===== src/rtl/adder_word_scheduler.sv =====
// Shares one N-bit adder between two requesters, adding N*WORDS-bit operands a word per cycle.
// Define ADDER_SCHED_PERF_EN to add the saturating op_count response counter.
module n_bit_adder #(
  parameter int N = 8
) (
  input  logic [N-1:0] a,
  input  logic [N-1:0] b,
  input  logic         cin,
  output logic [N-1:0] sum,
  output logic         cout
);

  assign {cout, sum} = {1'b0, a} + {1'b0, b} + {{N{1'b0}}, cin};

endmodule

module adder_word_scheduler #(
  parameter int N     = 8,
  parameter int WORDS = 4
) (
  input  logic               clk,
  input  logic               reset,
  input  logic               req0_valid,
  output logic               req0_ready,
  input  logic [N*WORDS-1:0] req0_a,
  input  logic [N*WORDS-1:0] req0_b,
  input  logic               req0_cin,
  input  logic               req1_valid,
  output logic               req1_ready,
  input  logic [N*WORDS-1:0] req1_a,
  input  logic [N*WORDS-1:0] req1_b,
  input  logic               req1_cin,
  output logic               resp_valid,
  input  logic               resp_ready,
  output logic               resp_id,
  output logic [N*WORDS-1:0] resp_sum,
  output logic               resp_cout,
  output logic               busy
`ifdef ADDER_SCHED_PERF_EN
  ,
  output logic [15:0]        op_count
`endif
);

  localparam int W  = N * WORDS;
  localparam int IW = (WORDS > 1) ? $clog2(WORDS) : 1;

  typedef enum logic [1:0] {
    IDLE,
    RUN,
    DONE
  } state_t;

  state_t         state;
  logic           last_grant;
  logic           grant;
  logic           accept;
  logic [IW-1:0]  idx;
  logic           carry;
  logic [W-1:0]   op_a;
  logic [W-1:0]   op_b;
  logic [N-1:0]   word_a;
  logic [N-1:0]   word_b;
  logic [N-1:0]   add_sum;
  logic           add_cout;
  int             base;

  // A lone requester always wins; a tie alternates against the last winner.
  always_comb begin
    grant = ~last_grant;
    unique case (1'b1)
      (req0_valid && !req1_valid): grant = 1'b0;
      (req1_valid && !req0_valid): grant = 1'b1;
      default: ;
    endcase
  end

  assign req0_ready = (state == IDLE) && !grant && reset;
  assign req1_ready = (state == IDLE) && grant && reset;
  assign accept     = (req0_valid && req0_ready)
                    || (req1_valid && req1_ready);
  assign busy       = (state != IDLE);

  assign base   = int'(idx) * N;
  assign word_a = op_a[base +: N];
  assign word_b = op_b[base +: N];

  n_bit_adder #(.N(N)) u_add (
    .a    (word_a),
    .b    (word_b),
    .cin  (carry),
    .sum  (add_sum),
    .cout (add_cout)
  );

  always_ff @(posedge clk) begin
    if (!reset) begin
      state      <= IDLE;
      last_grant <= 1'b1;
      idx        <= '0;
      carry      <= 1'b0;
      op_a       <= '0;
      op_b       <= '0;
      resp_valid <= 1'b0;
      resp_id    <= 1'b0;
      resp_sum   <= '0;
      resp_cout  <= 1'b0;
`ifdef ADDER_SCHED_PERF_EN
      op_count   <= '0;
`endif
    end else begin
      unique case (state)
        IDLE: begin
          if (accept) begin
            op_a    <= grant ? req1_a : req0_a;
            op_b    <= grant ? req1_b : req0_b;
            carry   <= grant ? req1_cin : req0_cin;
            resp_id <= grant;
            idx     <= '0;
            state   <= RUN;
          end
        end
        RUN: begin
          resp_sum[base +: N] <= add_sum;
          carry               <= add_cout;
          idx                 <= idx + 1'b1;
          if (idx == IW'(WORDS - 1)) begin
            resp_cout  <= add_cout;
            resp_valid <= 1'b1;
            state      <= DONE;
          end
        end
        DONE: begin
          if (resp_ready) begin
            resp_valid <= 1'b0;
            last_grant <= resp_id;
            state      <= IDLE;
`ifdef ADDER_SCHED_PERF_EN
            if (op_count != 16'hFFFF)
              op_count <= op_count + 16'd1;
`endif
          end
        end
        default: state <= IDLE;
      endcase
    end
  end

endmodule


===== config.mk =====
export PLATFORM = sky130hd
export DESIGN_NAME = adder_word_scheduler
export DESIGN_NICKNAME = d
export VERILOG_FILES = /design/src/rtl/adder_word_scheduler.sv
export SDC_FILE = /design/constraint.sdc
export NUM_CORES = 1
export LEC_CHECK = 0
export CAP_MARGIN = 15
export CORE_ASPECT_RATIO = 1.4
export CORE_MARGIN = 3
export CORE_UTILIZATION = 50
export DETAILED_ROUTE_END_ITERATION = 10
export HOLD_SLACK_MARGIN = 0.03
export PLACE_DENSITY = 0.95
export SKIP_CTS_REPAIR_TIMING = 1
export SKIP_LAST_GASP = 1
export SYNTH_ARGS = -nofsm -noshare
export SYNTH_HDL_FRONTEND = slang
export SYNTH_SLANG_ARGS = --single-unit

===== constraint.sdc =====
create_clock -name clk -period 5.6 [get_ports clk]
set_input_delay 0.56 -clock clk [delete_from_list [all_inputs] [get_ports clk]]
set_output_delay 0.56 -clock clk [all_outputs]
set_load 0.01 [all_outputs]

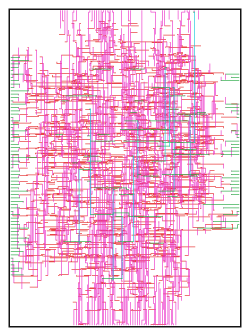
Figure 1: signal wires by layer.
- cyan: met4 (wire length 373 µm)
- magenta: met2 (wire length 7960 µm)
- green: met3 (wire length 714 µm)
- red: met1 (wire length 5440 µm)
routed vias: 4692
DR WL/cell: 17.4 µm
Global Route Usage Sum: 24.4%
Routed WL: 14500 µm

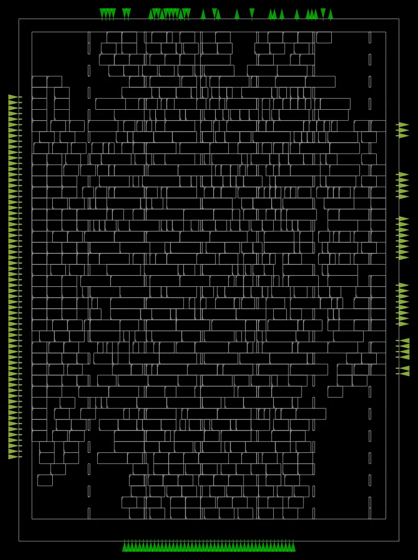
Figure 2: cell outlines without signal wires.
fin util: 70.8%
cell row count: 44
sequential cell area share: 28.5%
Seq cells: 105
post-route insts no fill: 831

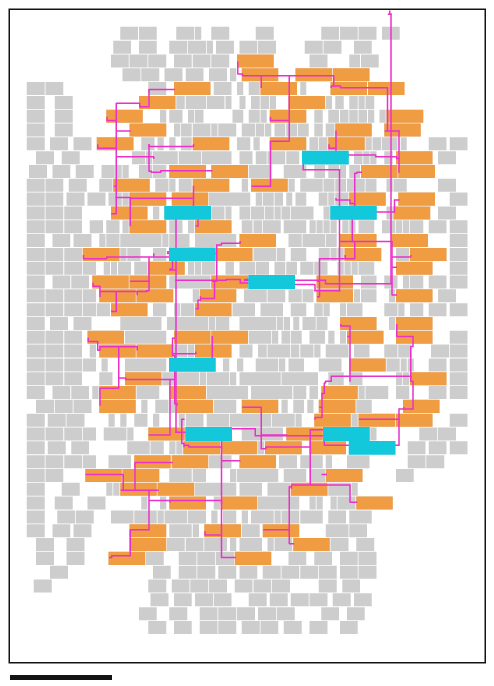
Figure 3: clock network drawn from the DEF.
The bar under the picture is 20 µm long.
- cyan: cells driving clock nets (count 9)
- magenta: clock wires (length 992 µm)
- orange: flip-flops (count 105)
- routed clock nets: 10
Clk. pwr: 582 µW
clk latency late pin: 0.34 ns
Setup Skew: 0.00714 ns
clock network power share: 32.2%

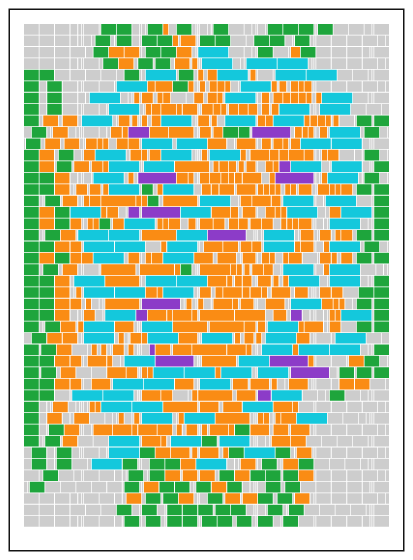
Figure 4: cells colored by class.
Fill, decap, tap and diode cells in gray.
- green: other buffers and delay cells (cells 177)
- orange: all other logic (cells 395)
- purple: clock drivers and dummy loads (cells 16)
- cyan: flip-flops (cells 105)
Core ar.: 0.0104 mm²
final instance area: 0.00737 mm²

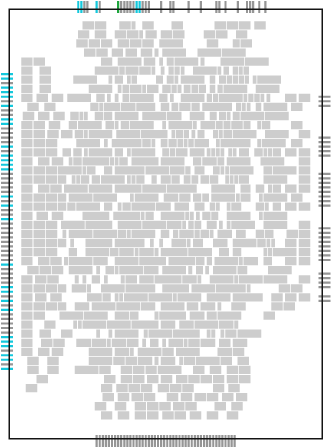
Figure 5: pin map.
Pins as bars across the die edge, other pins in gray.
- green: `req0_ready` (pins 1; direction output; edge top)
- cyan: `req0_a` (pins 32; direction input; edge 27 left, 5 top)
- all pins by edge: 66 left, 46 bottom, 31 top, 30 right
Die X-Extent: 93.4 µm
Die Y: 128 µm
Port Buffers: 172

==> results.json <==
{
  "worstHoldEndpoint": "last_grant",
  "slew_viol_final": 0,
  "synthTopCellsByArea": "dfxtp_1, mux2i_1, nor2_1, a211oi_2, mux4_2",
  "edf_count": 0,
  "layout.area.seq_mm2": 0.00210,
  "cp.arrival_ns": 3.69,
  "yosysSeqAreaShare_pct": 39.3,
  "path_cells": "buf_4 -> mux4_2 -> fa_1 -> inv_1 -> fa_1 -> nor2b_1 -> o31a_1 -> o311a_1 -> a211oi_1 -> a221oi_1",
  "grt.met2_usage_pct": 45.0,
  "clkSinkCount": 105,
  "powerSeq_uw": 826,
  "cpPeakStageDelay_ns": 0.57,
  "lay_top_cells": "clkdlybuf4s50_1, nor2_1, dfxtp_1, mux2i_1, a211oi_1",
  "swShare_pct": 27.3,
  "ys_async_sr_fraction_pct": 0,
  "finalHoldViolations": 0,
  "buffer_area_share_pct": 23.9,
  "dp_slack_ns": 2.09,
  "ant_nets": 0,
  "syn_avg_cell_area_um2": 9.90,
  "reg2regPathDepth": 10,
  "crit_path_frequent_cell": "fa_1",
  "cellLeakagePower_uw": 0.00257,
  "critical_path_buf_inv_count": 2,
  "layout_top_cell": "clkdlybuf4s50_1",
  "cts_root_buffer": "clkbuf_16",
  "top_regs": "op_a x32, op_b x32, resp_sum x32",
  "drv_cap": 0,
  "aoi_share_pct": 20.0,
  "seqPwrFrac_pct": 45.7,
  "ir_worst_vdd_v": 0.000157,
  "nWellTaps": 138,
  "critPathTopFamily": "AND-OR/OR-AND gates",
  "nets": 839,
  "slew_headroom_pct": 39.9,
  "viasPerCell": 5.65,
  "overflow": 0,
  "pin_count": 173,
  "yosys_area_mm2": 0.00535,
  "max_freq_mhz": 284,
  "timing.hold.ws_ns": 0.488,
  "htree_levels": 3,
  "synth_nets": 691,
  "dp.final_hpwl_um": 11200,
  "gr-usage-met3_pct": 3.63,
  "setup_slack_ns": 2.08,
  "largest_class": "logic gates",
  "wl_met2_um": 7960,
  "fa_ha_area_share_pct": 4.03,
  "clock_buffer_count": 11,
  "gp_congestion": 0.857,
  "die_area_mm2": 0.0120,
  "met1_length_um": 5440,
  "muxShareOfSynthArea_pct": 19.1,
  "fin_crit_sh_pct": 62.9,
  "placed_cell_area_mm2": 0.00709,
  "finalPower_uw": 1810,
  "nMultiInputCombCells": 385,
  "drt_drc_violations_left": 0,
  "fillers": 709,
  "hold_depth": 2,
  "top_usage_layer": "met2",
  "hold_path.class": "reg -> reg",
  "antenna_found_initial": 0,
  "power_top_consumer": "sequential cells",
  "flop_cell": "dfxtp_1",
  "grt_pass1_vias": 4644,
  "drt_iter0_markers": 286,
  "powerDensity_mw_per_mm2": 245,
  "min_period_ns": 3.52,
  "critPathMaxFanout": 15,
  "placed_cells": 815,
  "hp-start": "last_grant",
  "cp-end-kind": "flip-flop",
  "path_class": "reg -> reg",
  "critPathSlowestCell": "mux4_2",
  "dr.pass1.iters": 4,
  "intPower_uw": 1320,
  "yosys.area.top_type": "dfxtp_1",
  "grt_use_met1_pct": 28.6,
  "grt_max_degree": 79,
  "synth_flops": 105,
  "syn_inst": 540,
  "rsz0062_at_grt": "false",
  "worst_pin_slew_ns": 0.899,
  "setup_tns_ns": 0,
  "status": "complete, no violations",
  "floorplan.core_util_pct": 51.4,
  "n_all_inverters": 10,
  "switching_power_uw": 494,
  "ys_cells": 540,
  "cp_num_cells": 10,
  "required_ns": 5.77,
  "syn_area_mm2": 0.00535,
  "ys_sh_xor_pct": 0.328,
  "diodes": 0,
  "grt_pass1_wl_um": 23300,
  "areaGrowthSynthToFinish_pct": 37.8
}
No activity file was given, so power comes from the tool's default toggle rates.
